===== config.mk =====
export PLATFORM = sky130hd
export DESIGN_NAME = entropy_alert_fsm
export DESIGN_NICKNAME = d
export VERILOG_FILES = /design/src/rtl/entropy_alert_fsm.sv
export SDC_FILE = /design/constraint.sdc
export NUM_CORES = 1
export LEC_CHECK = 0
export ABC_CLOCK_PERIOD_IN_PS = 2300
export CORE_AREA = 2 2 39 41
export CTS_BUF_LIST = sky130_fd_sc_hd__clkbuf_4
export DETAILED_ROUTE_END_ITERATION = 12
export DIE_AREA = 0 0 41 43
export PLACE_DENSITY = 0.77
export SETUP_SLACK_MARGIN = 0.15
export SLEW_MARGIN = 5
export SYNTH_ARGS = -nofsm -noshare
export SYNTH_HDL_FRONTEND = slang
export SYNTH_SLANG_ARGS = --single-unit

===== constraint.sdc =====
create_clock -name clk -period 2.3 [get_ports clk]
set_input_delay 0.46 -clock clk [delete_from_list [all_inputs] [get_ports clk]]
set_output_delay 0.46 -clock clk [all_outputs]
set_load 0.05 [all_outputs]

===== src/rtl/entropy_alert_fsm.sv =====
// Debounced alert level from the entropy class stream: fast escalation, slow
// de-escalation, sticky critical interrupt and sticky illegal-class flag.
module entropy_alert_fsm #(
  parameter int ESCALATE_COUNT   = 4,
  parameter int DEESCALATE_COUNT = 8,
  parameter int CNT_W            = 4
) (
  input  logic       clk,
  input  logic       rst_n,
  input  logic       class_valid,
  input  logic [1:0] signal_class,
  input  logic       alert_ack,
  output logic [1:0] alert_level,
  output logic       level_change,
  output logic       critical_irq,
  output logic       class_err
);

  typedef enum logic [1:0] {
    S_LOW  = 2'b00,
    S_MID  = 2'b01,
    S_CRIT = 2'b10
  } state_t;

  localparam logic [CNT_W-1:0] ESC_LAST   = CNT_W'(ESCALATE_COUNT - 1);
  localparam logic [CNT_W-1:0] DEESC_LAST = CNT_W'(DEESCALATE_COUNT - 1);

  state_t           state_q, state_d;
  logic [CNT_W-1:0] esc_q, esc_d, deesc_q, deesc_d;
  logic             chg_q, chg_d, irq_q, irq_d, err_q, err_d;
  logic [1:0]       eff_class, lvl;

  // Illegal 2'b11 is folded onto CRITICAL so a broken decoder fails safe.
  assign eff_class = (signal_class == 2'b11) ? 2'b10 : signal_class;
  assign lvl       = state_q;

  always_comb begin
    state_d = state_q;
    esc_d   = esc_q;
    deesc_d = deesc_q;
    chg_d   = 1'b0;
    irq_d   = irq_q;
    err_d   = err_q;
    if (class_valid) begin
      if (signal_class == 2'b11) err_d = 1'b1;
      if (eff_class > lvl) begin
        deesc_d = '0;
        if (esc_q >= ESC_LAST) begin
          state_d = (state_q == S_LOW) ? S_MID : S_CRIT;
          esc_d   = '0;
          chg_d   = 1'b1;
        end else begin
          esc_d = esc_q + 1'b1;
        end
      end else if (eff_class < lvl) begin
        esc_d = '0;
        if (deesc_q >= DEESC_LAST) begin
          // An unacknowledged critical interrupt pins the level; the counter
          // parks one short so the first sample after ack completes the step.
          if (state_q == S_CRIT && irq_q) begin
            deesc_d = DEESC_LAST;
          end else begin
            state_d = (state_q == S_CRIT) ? S_MID : S_LOW;
            deesc_d = '0;
            chg_d   = 1'b1;
          end
        end else begin
          deesc_d = deesc_q + 1'b1;
        end
      end else begin
        esc_d   = '0;
        deesc_d = '0;
      end
    end
    if (state_d == S_CRIT && state_q != S_CRIT) irq_d = 1'b1;
    else if (alert_ack)                          irq_d = 1'b0;
  end

  always_ff @(posedge clk or negedge rst_n) begin
    if (!rst_n) begin
      state_q <= S_LOW;
      esc_q   <= '0;
      deesc_q <= '0;
      chg_q   <= 1'b0;
      irq_q   <= 1'b0;
      err_q   <= 1'b0;
    end else begin
      state_q <= state_d;
      esc_q   <= esc_d;
      deesc_q <= deesc_d;
      chg_q   <= chg_d;
      irq_q   <= irq_d;
      err_q   <= err_d;
    end
  end

  assign alert_level  = state_q;
  assign level_change = chg_q;
  assign critical_irq = irq_q;
  assign class_err    = err_q;

endmodule


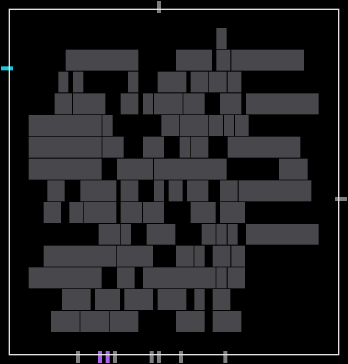
Fig. 1. Pin map.
Drawn at 8 px/µm. Pins as bars across the die edge, other pins in grey.
`clk` -> cyan  # pins 1, direction input, edge west
`signal_class` -> purple  # pins 2, direction input, edge south
die width: 41 µm
Port Buffers: 10
Die Y: 43 µm

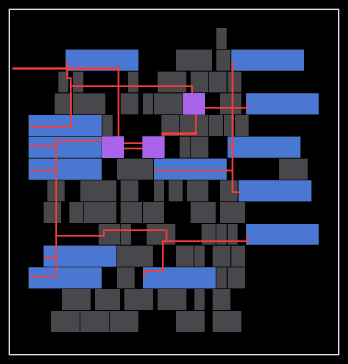
Fig. 2. Clock wires, drivers and flops.
Drawn at 8 px/µm.
clock wires -> red  # length 176 µm
flip-flops -> blue  # count 13
clock-net drivers -> purple  # count 3
routed clock nets = 4
Worst-Skew Late Latency: 270 ps
clock skew: 2.21 ps
clock network power share: 0.178
P_clk: 0.153 mW

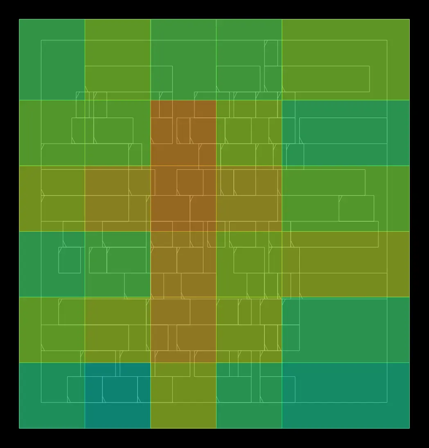
Fig. 3. Routing congestion map.
Avg WL per Cell: 13.6 µm
met1 Use GR: 0.257
busiest grt layer: met2
GRT met2 Usage: 0.281
M3 GR Usage: 0.0628

==> results.sh <==
# yosys + openroad results
export IMPL_drt_iter0_drc=19
export IMPL_r2r_setup_slack_ps=480
export IMPL_end_kind="output port"
export IMPL_met1Wirelength_um=611
export IMPL_nClkBuffers=4
export IMPL_ys_sh_xor=0
export IMPL_cts_tree="done"
export IMPL_combGateArea_um2=327
export IMPL_hp_class="flop to flop"
export IMPL_p_per_area_nw_per_um2=1040
export IMPL_top_area_cell="dfrtp_1"
export IMPL_status="complete, no violations"
export IMPL_path_delay_family="buffers and inverters"
export IMPL_nonClkBufAreaFrac=0.121
export IMPL_critPathMaxFanout=7
export IMPL_wl_met2_um=672
export IMPL_ys_types=22
export IMPL_grt_use_total=0.191
export IMPL_common_cells="dfrtp_1 (13), inv_1 (6), nor2_1 (5), nor2b_1 (5), o22ai_1 (5)"
export IMPL_crit_buf_inv=1
export IMPL_path_class="flop to output port"
export IMPL_regToRegEndpoint="alert_level[0]"
export IMPL_clk_pin_slew_ps=80
export IMPL_layout_cells_most_common_list="dfrtp_1 (13), clkdlybuf4s50_1 (10), inv_1 (6)"
export IMPL_layout_drive_gt1_share=0.0988
export IMPL_top_cell="dfrtp_1"
export IMPL_critPathCapture="alert_level[0]"
export IMPL_synth_flops=13
export IMPL_routed_wl_mm=1.32
export IMPL_seq_power_share=0.390
export IMPL_antennaDiodeCount=0
export IMPL_utilization=0.596
export IMPL_ys_sh_adder=0.0730
export IMPL_finalSetupViolCount=0
export IMPL_synth_nets=80
export IMPL_grt_max_degree=20
export IMPL_initial_core_util=0.495
export IMPL_tap_cells=16
export IMPL_ys_area_um2=686
export IMPL_sw_frac_of_total=0.406
export IMPL_synth_cells=70
export IMPL_antenna_found_initial=0
export IMPL_ys_sh_aoi=0.186
export IMPL_synth_seq_share=0.474
export IMPL_final_clk_cell_share=0.0364
export IMPL_arrival_ps=1580
export IMPL_simple_gate_share=0.172
export IMPL_first_pass_iters=4
Power is estimated from default activity; no workload was simulated.
